### Logic cells by family

Bar = 50 um.
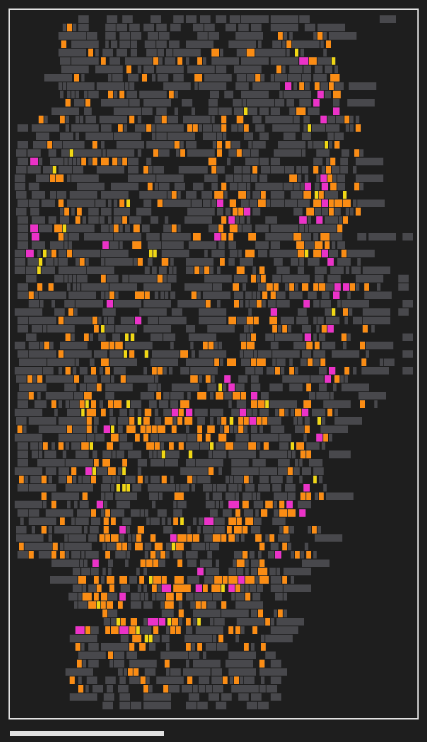
### Floorplan with the power grid

Pins as bars on the die edge. Tap cells in gray.
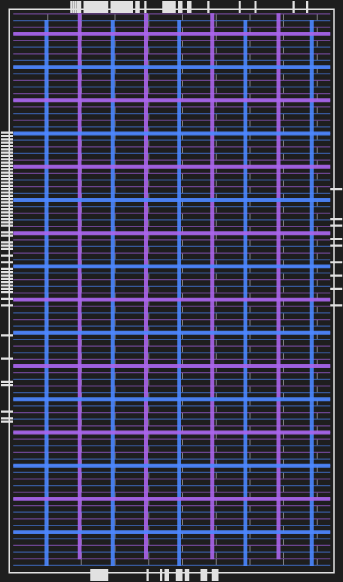
### Clock wires, drivers and flops

Bar = 50 um.
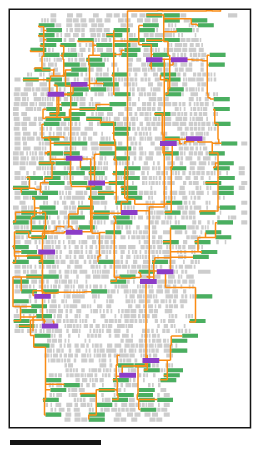
### Clock wiring as the flow saved it

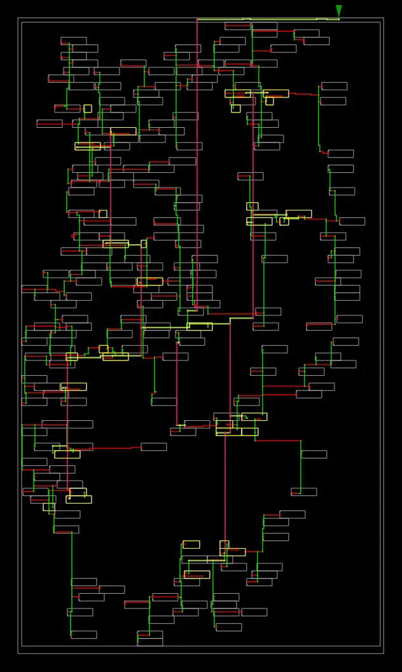
**src/rtl/mult_operand_unpack_seq.sv**
```systemverilog
// FP32 multiply front end: unpacks two singles, forms the biased exponent sum and
// a 48-bit significand product with an iterative shift-add loop. Option: MULT_FTZ_EN.
module mult_operand_unpack_seq #(
    parameter int BPC  = 2,
    parameter int BIAS = 127
) (
    input  logic        clk,
    input  logic        rst_n,
    input  logic        in_valid,
    output logic        in_ready,
    input  logic [31:0] a,
    input  logic [31:0] b,
    output logic        out_valid,
    input  logic        out_ready,
    output logic        sign,
    output logic [9:0]  add_result,
    output logic [47:0] mult_result
);

    localparam int          STEPS  = 24 / BPC;
    localparam int          CW     = $clog2(STEPS + 1);
    localparam logic [9:0]  BIAS_W = 10'(BIAS);

    typedef enum logic [1:0] {S_IDLE, S_MUL, S_DONE} state_t;

    state_t        state_q;
    logic [CW-1:0] cnt_q;
    logic [47:0]   mcand_q;
    logic [23:0]   mplr_q;
    logic [47:0]   acc_q;
    logic          sign_hold_q;
    logic [9:0]    add_hold_q;
    logic          sign_q;
    logic [9:0]    add_q;
    logic [47:0]   mult_q;
    logic          out_valid_q;
    logic          in_ready_q;

    logic          hid_a, hid_b;
    logic [7:0]    ea_d, eb_d;
    logic [23:0]   sig_a_d, sig_b_d;
    logic [9:0]    add_d;
    logic          sign_d;
    logic          zero_d;
    logic [47:0]   pp_d;
    logic [47:0]   acc_d;

    // Denormals use effective exponent 1 whether or not they are flushed.
    always_comb begin
        hid_a  = |a[30:23];
        hid_b  = |b[30:23];
        ea_d   = hid_a ? a[30:23] : 8'd1;
        eb_d   = hid_b ? b[30:23] : 8'd1;
`ifdef MULT_FTZ_EN
        sig_a_d = hid_a ? {1'b1, a[22:0]} : 24'd0;
        sig_b_d = hid_b ? {1'b1, b[22:0]} : 24'd0;
`else
        sig_a_d = {hid_a, a[22:0]};
        sig_b_d = {hid_b, b[22:0]};
`endif
        add_d  = {2'b00, ea_d} + {2'b00, eb_d} - BIAS_W;
        sign_d = a[31] ^ b[31];
        zero_d = (sig_a_d == 24'd0) || (sig_b_d == 24'd0);
    end

    // One BPC-bit multiplier digit per cycle; mcand_q carries the shift position.
    always_comb begin
        pp_d = '0;
        for (int i = 0; i < BPC; i++) begin
            if (mplr_q[i]) pp_d = pp_d + (mcand_q << i);
        end
        acc_d = acc_q + pp_d;
    end

    always_ff @(posedge clk or negedge rst_n) begin
        if (!rst_n) begin
            state_q     <= S_IDLE;
            cnt_q       <= '0;
            mcand_q     <= '0;
            mplr_q      <= '0;
            acc_q       <= '0;
            sign_hold_q <= 1'b0;
            add_hold_q  <= '0;
            sign_q      <= 1'b0;
            add_q       <= '0;
            mult_q      <= '0;
            out_valid_q <= 1'b0;
            in_ready_q  <= 1'b1;
        end else begin
            case (state_q)
                S_IDLE: begin
                    if (in_valid && in_ready_q) begin
                        sign_hold_q <= sign_d;
                        add_hold_q  <= add_d;
                        in_ready_q  <= 1'b0;
                        if (zero_d) begin
                            state_q     <= S_DONE;
                            sign_q      <= sign_d;
                            add_q       <= add_d;
                            mult_q      <= '0;
                            out_valid_q <= 1'b1;
                        end else begin
                            state_q <= S_MUL;
                            acc_q   <= '0;
                            mcand_q <= {24'd0, sig_a_d};
                            mplr_q  <= sig_b_d;
                            cnt_q   <= CW'(STEPS);
                        end
                    end
                end
                S_MUL: begin
                    if (cnt_q == CW'(1)) begin
                        state_q     <= S_DONE;
                        mult_q      <= acc_d;
                        sign_q      <= sign_hold_q;
                        add_q       <= add_hold_q;
                        out_valid_q <= 1'b1;
                    end else begin
                        acc_q   <= acc_d;
                        mcand_q <= mcand_q << BPC;
                        mplr_q  <= mplr_q >> BPC;
                        cnt_q   <= cnt_q - CW'(1);
                    end
                end
                S_DONE: begin
                    if (out_ready) begin
                        state_q     <= S_IDLE;
                        out_valid_q <= 1'b0;
                        in_ready_q  <= 1'b1;
                    end
                end
                default: begin
                    state_q     <= S_IDLE;
                    out_valid_q <= 1'b0;
                    in_ready_q  <= 1'b1;
                end
            endcase
        end
    end

    assign in_ready    = in_ready_q;
    assign out_valid   = out_valid_q;
    assign sign        = sign_q;
    assign add_result  = add_q;
    assign mult_result = mult_q;

endmodule

```
**config.mk**
```make
export PLATFORM = sky130hd
export DESIGN_NAME = mult_operand_unpack_seq
export DESIGN_NICKNAME = d
export VERILOG_FILES = /design/src/rtl/mult_operand_unpack_seq.sv
export SDC_FILE = /design/constraint.sdc
export NUM_CORES = 1
export LEC_CHECK = 0
export CAP_MARGIN = 20
export CORE_ASPECT_RATIO = 1.75
export CORE_UTILIZATION = 50
export CTS_BUF_LIST = sky130_fd_sc_hd__clkbuf_16
export CTS_CLUSTER_DIAMETER = 200
export CTS_CLUSTER_SIZE = 25
export DETAILED_ROUTE_END_ITERATION = 6
export GPL_ROUTABILITY_DRIVEN = 0
export PLACE_DENSITY = 0.77
export SLEW_MARGIN = 20
export SYNTH_ARGS = -nofsm -noshare
export SYNTH_HDL_FRONTEND = slang
export SYNTH_SLANG_ARGS = --single-unit
```
**constraint.sdc**
```tcl
create_clock -name clk -period 7.3 [get_ports clk]
set_input_delay 1.46 -clock clk [delete_from_list [all_inputs] [get_ports clk]]
set_output_delay 1.46 -clock clk [all_outputs]
set_load 0.05 [all_outputs]
```
==> results_dict.tcl <==
# place-and-route summary
set metrics [dict create \
    power-top-group "combinational logic" \
    total_power_uw 5750 \
    antenna_cells 0 \
    grtUsageMet3 0.0340 \
    p_comb_uw 2930 \
    cp_num_cells 24 \
    ff2ff_path_depth 24 \
    min_path_type "reg -> reg" \
    seq_area_sq_um 4960 \
    met2_usage 0.479 \
    cts_setup_buffers 0 \
    worst_slew_pin_slew_ps 1130 \
    nets 2021 \
    firstDrtPassIters 5 \
    timing.rr.end "mult_result[41]" \
    drt-initial-drc-count 911 \
    crit_buf_inv 2 \
    crit_fanout 81 \
    grt_usage 0.270 \
    ys_sh_xor 0.0619 \
    power.internal_uw 2930 \
    fa_ha_area_frac 0.0835 \
    status "complete, no violations" \
    cts.clk_slew.worst_paths_ps 80 \
    simple_gate_share 0.185 \
    hpwl_um 29600 \
    busiest_layer "met2" \
    seq-cell-share 0.293 \
    setup_viol 0 \
    cp_top_family "AND-OR/OR-AND gates" \
    hold_viol_final 0 \
    io_buffers 128 \
    ys_async_sr_fraction 1.00 \
    hold_path_depth 2 \
    root_buffer "clkbuf_16" \
    clock_path_buffers 2 \
    lay_top_count "nand2_1" \
    ys_sh_mux 0.0552 \
    crit_type "reg -> reg" \
    seqPwrFrac 0.324 \
    comb_area_sq_um 9250 \
    wl_per_cell_um 17.9 \
    tapCellCount 382 \
    nonClkBufAreaFrac 0.0845 \
    finalSetupTns_ps 0 \
    lay_top_cells "339 x nand2_1, 202 x o21ai_0, 195 x dfrtp_1, 127 x clkdlybuf4s50_1, 110 x a21oi_1" \
    wl_um 40400 \
    edf_count 0 \
    cts_tree "built" \
    cp_slowest_cell "dfrtp_2" \
    io_pins 129 \
    postPlaceCellArea_sq_um 16300 \
    nMultiInputCombCells 1446 \
    n_fill_cell 2653 \
    postCtsHoldBufs 0 \
    dominantRegCellSynth "dfrtp_1" \
    grt_overflow 0 \
    ys_sh_aoi 0.236 \
    grt_max_degree 127 \
    syn_nets 1985 \
    tool_warnings 32 \
    crit_arrival_ps 6640 \
    grt_pass1_vias 13200 \
    syn_inst 1822 \
    report.final.slew_viol_count 0 \
    min_period_over_period 0.861 \
    reg2reg_slack_ps 1020 \
    cap_violations 0 \
    p_sw_uw 2820 \
    seq_cell_power_uw 1860 \
    max_stage_delay_ps 660 \
    comb_power_share 0.510 \
    synth.logic.top_family "AND-OR/OR-AND gates" \
    rsz0062_at_grt "no" \
    yosys_area_sq_um 14900 \
    yosysUniqueCellTypes 77 \
    switching_share 0.491 \
    worstHoldStart "add_hold_q[8]" \
    ys_ff 198 \
]
Notes on 'Logic cells by family' above:
Magenta shows and/or cells, cells 65, most used and2_1. Orange shows aoi and oai cells, cells 446, most used o21ai_0. Yellow shows inv cells, cells 54, most used inv_1.
Non-Filler Instances: 2253
logic gate fraction of the total cell area: 0.547

Notes on 'Floorplan with the power grid' above:
Purple shows VDD. Blue shows VSS.
129 signal pins sit on the boundary. 84 met1 rails follow the rows. 9 straps on met4. 382 tap cells. 16 straps on met5.
Peak VDD IR: 295 uV
Die X: 132 um

Notes on 'Clock wires, drivers and flops' above:
Orange shows clock wires, length 2620 um. Green shows flip-flops, count 198. Purple shows clock drivers, count 17.
Position of the flops: spread over the die. There are 18 routed clock nets.
clk_skew: 10.2 ps
clock-net power: 950 uW
clk_lat worst skew: 470 ps

Notes on 'Clock wiring as the flow saved it' above:
Num CTS Buffers: 17
sequential cells: 198
clock sinks: 198
Clock Buffer Count: 17

==> layer usage <==
metal,wire [um],part of all wire,up-vias
met3,1520,0.038,143
met4,2690,0.067,0
li1,-,-,6545
met1,15600,0.39,6336
met5,0,0,-
met2,20600,0.51,417
==> metrics by stage <==
step / instances / hold WS, ps / util / setup WS, ps
final: 2253 / 483 / 0.577 / 1020
after global placement: 2220 / 458 / 0.556 / 1210
after floorplan: 1822 / 445 / - / 614
after CTS: 2252 / 486 / 0.576 / 1060
after global routing: 2253 / 505 / 0.577 / 547
after detailed placement: 2220 / 467 / 0.556 / 1090
==> synthesized netlist by cell type (5+ instances only) <==
library cell | instances | area share
nand2_1 | 340 | 0.086
o21ai_0 | 202 | 0.068
dfrtp_1 | 197 | 0.33
a21oi_1 | 110 | 0.037
clkbuf_1 | 105 | 0.027
ha_1 | 92 | 0.077
nor2_1 | 72 | 0.018
xnor2_1 | 64 | 0.038
a21o_1 | 63 | 0.032
mux2i_1 | 55 | 0.037
inv_1 | 51 | 0.013
xor2_1 | 41 | 0.024
nand3_1 | 32 | 0.011
and2_1 | 28 | 0.012
mux2_2 | 22 | 0.017
a22o_1 | 21 | 0.012
nor2b_1 | 21 | 0.0088
o21bai_1 | 21 | 0.011
a31oi_1 | 20 | 0.0084
and3_1 | 17 | 0.0072
nand2b_1 | 15 | 0.0063
nand4_1 | 15 | 0.0063
a211oi_1 | 14 | 0.0071
buf_1 | 14 | 0.0035
o211ai_1 | 14 | 0.0071
o31ai_1 | 14 | 0.0071
nor4_1 | 13 | 0.0055
o22ai_1 | 12 | 0.0051
nand3b_1 | 10 | 0.0051
nor3_1 | 9 | 0.0030
o21a_1 | 9 | 0.0045
a311oi_1 | 7 | 0.0041
o21ai_1 | 6 | 0.0020
or3_1 | 6 | 0.0025
or4_1 | 5 | 0.0025
Power figures rest on the tool's default switching activity, not on a simulated workload.
